$ cat src/rtl/y86_pkg.sv
// Shared Y86 definitions: status codes, arbiter state encoding, bus widths.
package y86_pkg;

    localparam int unsigned ADDR_W      = 64;
    localparam int unsigned DATA_W      = 64;
    localparam int unsigned INSTR_BYTES = 10;
    localparam int unsigned INSTR_W     = INSTR_BYTES * 8;
    localparam int unsigned STAT_W      = 2;

    typedef enum logic [STAT_W-1:0] {
        STAT_AOK = 2'b00,
        STAT_HLT = 2'b01,
        STAT_ADR = 2'b10,
        STAT_INS = 2'b11
    } stat_e;

    typedef enum logic [2:0] {
        ARB_IDLE   = 3'd0,
        ARB_DATA   = 3'd1,
        ARB_FBEAT0 = 3'd2,
        ARB_FBEAT1 = 3'd3,
        ARB_RESP   = 3'd4
    } arb_state_e;

    // True when addr..addr+last_off lies inside memory; 65-bit sum so wrap-around fails the check.
    function automatic logic range_ok(input logic [ADDR_W-1:0] addr,
                                      input int unsigned       last_off,
                                      input int unsigned       mem_bytes);
        logic [ADDR_W:0] last;
        last = {1'b0, addr} + (ADDR_W+1)'(last_off);
        return last < (ADDR_W+1)'(mem_bytes);
    endfunction

endpackage

$ cat src/rtl/mem_beat_timer.sv
// Per-beat ack timeout counter: clears between beats, flags expiry on the last waiting cycle.
module mem_beat_timer #(
    parameter int unsigned TIMEOUT = 15
) (
    input  logic clk_i,
    input  logic reset_i,
    input  logic clr_i,
    input  logic run_i,
    output logic expired_c_o
);

    localparam int unsigned CNT_W = 4;

    logic [CNT_W-1:0] cnt_q;

    // Expiry fires on the cycle whose missing ack would bring the count to TIMEOUT.
    assign expired_c_o = run_i && (cnt_q == CNT_W'(TIMEOUT - 1));

    // Count cycles a beat is outstanding without ack.
    always_ff @(posedge clk_i) begin
        if (reset_i || clr_i) begin
            cnt_q <= '0;
        end else if (run_i && !expired_c_o) begin
            cnt_q <= cnt_q + CNT_W'(1);
        end
    end

endmodule

$ cat src/rtl/y86_mem_arbiter.sv
// Single-port memory arbiter between Y86 fetch (2-beat) and memory stage (1-beat).
module y86_mem_arbiter
    import y86_pkg::*;
#(
    parameter int unsigned MEM_BYTES = 4096,
    parameter int unsigned TIMEOUT   = 15
) (
    input  logic               clk,
    input  logic               reset,
    input  logic               f_req,
    input  logic [ADDR_W-1:0]  f_addr,
    input  logic               m_req,
    input  logic               m_we,
    input  logic [ADDR_W-1:0]  m_addr,
    input  logic [DATA_W-1:0]  m_wdata,
    output logic               mem_req,
    output logic               mem_we,
    output logic [ADDR_W-1:0]  mem_addr,
    output logic [DATA_W-1:0]  mem_wdata,
    input  logic [DATA_W-1:0]  mem_rdata,
    input  logic               mem_ack,
    output logic               f_done,
    output logic [INSTR_W-1:0] f_bytes,
    output logic [STAT_W-1:0]  f_stat,
    output logic               m_done,
    output logic [DATA_W-1:0]  m_rdata,
    output logic [STAT_W-1:0]  m_stat,
    output logic               f_stall,
    output logic               m_stall
);

    arb_state_e         state_q;
    logic               own_fetch_q;
    logic               cancel_q;
    logic               mem_req_q;
    logic               mem_we_q;
    logic [ADDR_W-1:0]  mem_addr_q;
    logic [DATA_W-1:0]  mem_wdata_q;
    logic [DATA_W-1:0]  buf_q;
    logic               f_done_q;
    logic [INSTR_W-1:0] f_bytes_q;
    logic [STAT_W-1:0]  f_stat_q;
    logic               m_done_q;
    logic [DATA_W-1:0]  m_rdata_q;
    logic [STAT_W-1:0]  m_stat_q;

    logic grant_m_c;
    logic grant_f_c;
    logic m_ok_c;
    logic f_ok_c;
    logic owner_req_c;
    logic deliver_c;
    logic expired_c;

    assign mem_req   = mem_req_q;
    assign mem_we    = mem_we_q;
    assign mem_addr  = mem_addr_q;
    assign mem_wdata = mem_wdata_q;
    assign f_done    = f_done_q;
    assign f_bytes   = f_bytes_q;
    assign f_stat    = f_stat_q;
    assign m_done    = m_done_q;
    assign m_rdata   = m_rdata_q;
    assign m_stat    = m_stat_q;
    assign f_stall   = f_req & ~f_done_q;
    assign m_stall   = m_req & ~m_done_q;

    assign m_ok_c      = range_ok(m_addr, 7, MEM_BYTES);
    assign f_ok_c      = range_ok(f_addr, INSTR_BYTES - 1, MEM_BYTES);
    assign owner_req_c = own_fetch_q ? f_req : m_req;
    // A request that dropped at any point during its access gets no response.
    assign deliver_c   = ~cancel_q & owner_req_c;

    // Grant points: IDLE (data first) and RESP, where only the port not being answered may win,
    // because the answered port's request is still the stale one it is about to drop.
    always_comb begin
        grant_m_c = 1'b0;
        grant_f_c = 1'b0;
        if (state_q == ARB_IDLE) begin
            grant_m_c = m_req;
            grant_f_c = f_req & ~m_req;
        end else if (state_q == ARB_RESP) begin
            grant_m_c = m_req & own_fetch_q;
            grant_f_c = f_req & ~own_fetch_q;
        end
    end

    mem_beat_timer #(
        .TIMEOUT (TIMEOUT)
    ) u_timer (
        .clk_i       (clk),
        .reset_i     (reset),
        .clr_i       (~mem_req_q | mem_ack),
        .run_i       (mem_req_q & ~mem_ack),
        .expired_c_o (expired_c)
    );

    // Arbiter FSM with registered memory-side and response-side outputs.
    always_ff @(posedge clk) begin
        if (reset) begin
            state_q     <= ARB_IDLE;
            own_fetch_q <= 1'b0;
            cancel_q    <= 1'b0;
            mem_req_q   <= 1'b0;
            mem_we_q    <= 1'b0;
            mem_addr_q  <= '0;
            mem_wdata_q <= '0;
            buf_q       <= '0;
            f_done_q    <= 1'b0;
            f_bytes_q   <= '0;
            f_stat_q    <= '0;
            m_done_q    <= 1'b0;
            m_rdata_q   <= '0;
            m_stat_q    <= '0;
        end else begin
            f_done_q <= 1'b0;
            m_done_q <= 1'b0;
            if (mem_req_q && !owner_req_c) begin
                cancel_q <= 1'b1;
            end
            unique case (state_q)
                ARB_IDLE, ARB_RESP: begin
                    state_q <= ARB_IDLE;
                    if (grant_m_c) begin
                        own_fetch_q <= 1'b0;
                        cancel_q    <= 1'b0;
                        if (m_ok_c) begin
                            state_q     <= ARB_DATA;
                            mem_req_q   <= 1'b1;
                            mem_we_q    <= m_we;
                            mem_addr_q  <= m_addr;
                            mem_wdata_q <= m_wdata;
                        end else begin
                            state_q  <= ARB_RESP;
                            m_done_q <= 1'b1;
                            m_stat_q <= STAT_ADR;
                        end
                    end else if (grant_f_c) begin
                        own_fetch_q <= 1'b1;
                        cancel_q    <= 1'b0;
                        if (f_ok_c) begin
                            state_q    <= ARB_FBEAT0;
                            mem_req_q  <= 1'b1;
                            mem_we_q   <= 1'b0;
                            mem_addr_q <= f_addr;
                        end else begin
                            state_q  <= ARB_RESP;
                            f_done_q <= 1'b1;
                            f_stat_q <= STAT_ADR;
                        end
                    end
                end
                ARB_DATA: begin
                    if (mem_ack) begin
                        state_q   <= ARB_RESP;
                        mem_req_q <= 1'b0;
                        mem_we_q  <= 1'b0;
                        if (deliver_c) begin
                            m_done_q <= 1'b1;
                            m_stat_q <= STAT_AOK;
                            if (!mem_we_q) begin
                                m_rdata_q <= mem_rdata;
                            end
                        end
                    end else if (expired_c) begin
                        state_q   <= ARB_RESP;
                        mem_req_q <= 1'b0;
                        mem_we_q  <= 1'b0;
                        if (deliver_c) begin
                            m_done_q <= 1'b1;
                            m_stat_q <= STAT_ADR;
                        end
                    end
                end
                ARB_FBEAT0: begin
                    if (mem_ack) begin
                        state_q    <= ARB_FBEAT1;
                        buf_q      <= mem_rdata;
                        mem_addr_q <= mem_addr_q + ADDR_W'(8);
                    end else if (expired_c) begin
                        state_q   <= ARB_RESP;
                        mem_req_q <= 1'b0;
                        if (deliver_c) begin
                            f_done_q <= 1'b1;
                            f_stat_q <= STAT_ADR;
                        end
                    end
                end
                ARB_FBEAT1: begin
                    if (mem_ack) begin
                        state_q   <= ARB_RESP;
                        mem_req_q <= 1'b0;
                        if (deliver_c) begin
                            f_done_q  <= 1'b1;
                            f_bytes_q <= {mem_rdata[15:0], buf_q};
                            f_stat_q  <= STAT_AOK;
                        end
                    end else if (expired_c) begin
                        state_q   <= ARB_RESP;
                        mem_req_q <= 1'b0;
                        if (deliver_c) begin
                            f_done_q <= 1'b1;
                            f_stat_q <= STAT_ADR;
                        end
                    end
                end
                default: begin
                    state_q   <= ARB_IDLE;
                    mem_req_q <= 1'b0;
                    mem_we_q  <= 1'b0;
                end
            endcase
        end
    end

endmodule

$ cat config.mk
export PLATFORM = sky130hd
export DESIGN_NAME = y86_mem_arbiter
export DESIGN_NICKNAME = d
export VERILOG_FILES = /design/src/rtl/y86_pkg.sv /design/src/rtl/mem_beat_timer.sv /design/src/rtl/y86_mem_arbiter.sv
export SDC_FILE = /design/constraint.sdc
export NUM_CORES = 1
export LEC_CHECK = 0
export CELL_PAD_IN_SITES_DETAIL_PLACEMENT = 0
export CELL_PAD_IN_SITES_GLOBAL_PLACEMENT = 1
export CORE_MARGIN = 1.5
export CORE_UTILIZATION = 30
export CTS_BUF_LIST = sky130_fd_sc_hd__clkbuf_8 sky130_fd_sc_hd__clkbuf_16
export DETAILED_ROUTE_END_ITERATION = 16
export PLACE_DENSITY = 0.86
export SETUP_SLACK_MARGIN = 0.2
export SYNTH_ARGS = -nofsm -noshare
export SYNTH_HDL_FRONTEND = slang
export SYNTH_SLANG_ARGS = --single-unit
$ cat constraint.sdc
create_clock -name clk -period 4.74 [get_ports clk]
set_input_delay 0.711 -clock clk [delete_from_list [all_inputs] [get_ports clk]]
set_output_delay 0.711 -clock clk [all_outputs]
set_load 0.1 [all_outputs]
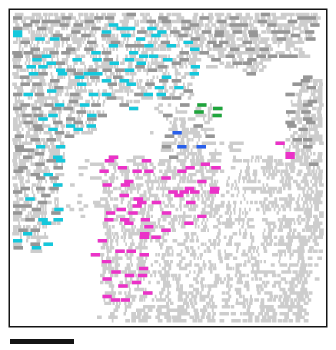
Figure 1: sequential cells coloured by netlist name.
The bar under the picture is 50 um long. Other sequential cells in the stronger grey, the rest of the logic in the fainter grey.
state_q -> blue  # placed flops 3
u_timer.cnt_q -> green  # placed flops 4
f_bytes -> cyan  # placed flops 80
mem_addr -> magenta  # placed flops 64
register area: 7047 um^2
fraction of area in registers: 25.97%
post-layout util: 46.07%
Seq group: 3.06 mW

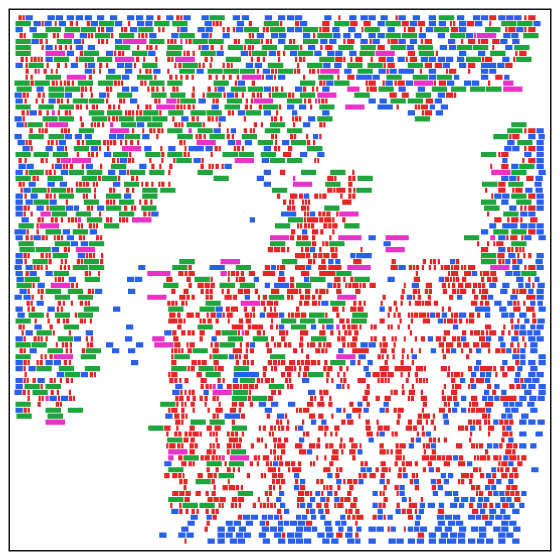
Figure 2: placement by cell class.
remaining buffers and delay cells -> blue  # cells 787
combinational and other logic -> red  # cells 1914
clock drivers and dummy loads -> magenta  # cells 71
sequential cells -> green  # cells 352
# rows: 89
fin area: 27140 um^2

==> flow_summary.toml <==
# generated from flow reports
[cells_and_area]
comb_share_pct = 37.43
clock_buffers = 46
mostFrequentLayoutCells = "nand2_1, clkdlybuf4s50_1, dfxtp_1"
largest_register_ffs = 80
clk_share_pct = 5.053
logic_gates = 1873
lay_top_count = "nand2_1"
comb_area_um2 = 10160
fin_nets = 3361
layoutNonFillerInstCount = 3897
num-nonclk-buffers = 787
bufAreaShareNonClock_pct = 27.41
synthToLayoutAreaGrowth_pct = 51.96
drive_gt1_share_pct = 11.97

[routing]
dr.pass1.iters = 6
route.met2.wl_um = 36910
wl_per_cell_um = 21.06
m1WireLength_um = 34420
wl_met3_um = 7715
drt_iter0_drc = 1833
dr.max_layer_used = "met5"
route.detailed.drc = 0
antenna_left = 0

[grt]
grt_pass1_wl_um = 119900
antenna_found_initial = 2
gr-max-usage-layer = "met2"
use_met3_pct = 7.239
overflow = 0
grt_max_degree = 145
grt_pass1_vias = 19410
use_met1_pct = 33.01
use_met2_pct = 40.22

[clock_network]
clk_latency_ns = 0.58
cts-root-buf = "clkbuf_16"
clock_sinks = 352
postCtsSetupBuffers = 0
cts_buffers = 41
clock_path_buffers = 3
clk_pin_slew_ns = 0.07

[status]
status = "complete, no violations"

[critical_path]
regToRegStartpoint = "mem_addr[3]$_SDFFE_PP0P_"
critPathMaxFanout = 20
r2r_end = "mem_addr[59]$_SDFFE_PP0P_"
cp.required_ns = 5.22
crit_cells = 16
critical_path_arrival_ns = 4.93
cp_slowest_cell = "clkdlybuf4s50_1"
worstSetupPathType = "primary input to flop"
rrSetupSlack_ns = 0.94
worst-r2r-cell-count = 12
endpoint = "mem_addr[55]$_SDFFE_PP0P_"
critPathBufInv = 5
cpMostUsedCell = "buf_4"

[synthesis]
ys_sh_adder_pct = 0.2102
logic_family = "simple AND/OR/NAND/NOR gates"
synthCells = 2437
synth_cell_types = 83
synth-xor-area-share_pct = 1.422
synth_seq_share_pct = 39.46
floorplan.nets = 2702
netlist.top_cell.by_area = "dfxtp_1"
ys.flops = 352
top_cells_by_count = "nand2_1, dfxtp_1, a21oi_1"
ys_warn_count = 0
yosys-stat-area_um2 = 17860
top_cells_by_area = "dfxtp_1, nand2_1, a21oi_1, mux2i_1, nor2_1"
syn-cell-area_um2 = 17860
ys_sh_aoi_pct = 19.35
ys_cells = 2437
flop_cell = "dfxtp_1"
avgSynthCellArea_um2 = 7.328

[die]
die_w_um = 247.0
coreArea_um2 = 58910
tapcell.inserted = 773
initial_utilization_pct = 30.32
ios = 544

[placed_design]
numPortBuffers = 542
dp_slack_ns = -0.7377
gp_congestion = 1.041
placed_area_um2 = 25610

[power]
p_comb_mw = 1.31
p_int_mw = 5.372
p_per_area_nw_per_um2 = 279.7
power_frac_seq_pct = 40.3
vdd_drop_max_uv = 298.2
p_switching_mw = 2.218
power_frac_clock_pct = 42.5
top_power_group = "the clock network"
cellLeakagePower_nw = 9.427
power_mw = 7.590

[final_timing]
setup_ws_ns = 0.2944
slew_headroom_pct = 17.37
timing.fmax_mhz = 224.9
tightest_slew_ns = 1.227
fin_hold_ws_ns = 0.4461
rsz0062_at_grt = "false"
setup_tns_ns = 0

[job]
warnings = 31
drv_cap = 0

[worst_hold_path]
min_from = "buf_q[53]$_SDFFE_PP0P_"
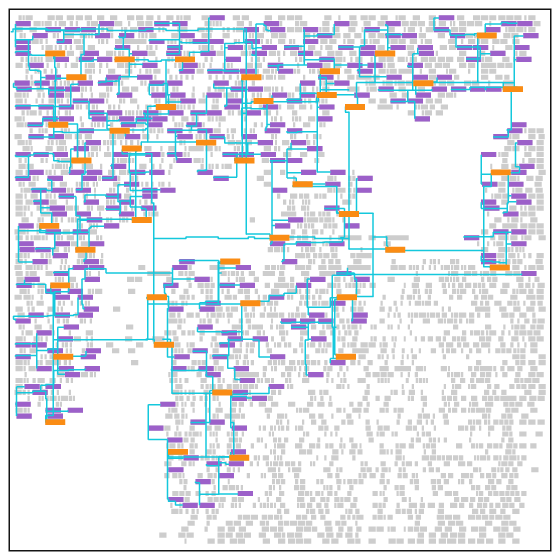
Figure 3: clock distribution.
clock wires -> cyan  # length 5040 um
clock drivers -> orange  # count 41
flip-flops -> purple  # count 352
routed clock nets = 42
Post-Route Skew: 0.03149 ns
clock group power: 3.23 mW

Power and IR drop assume default switching activity.
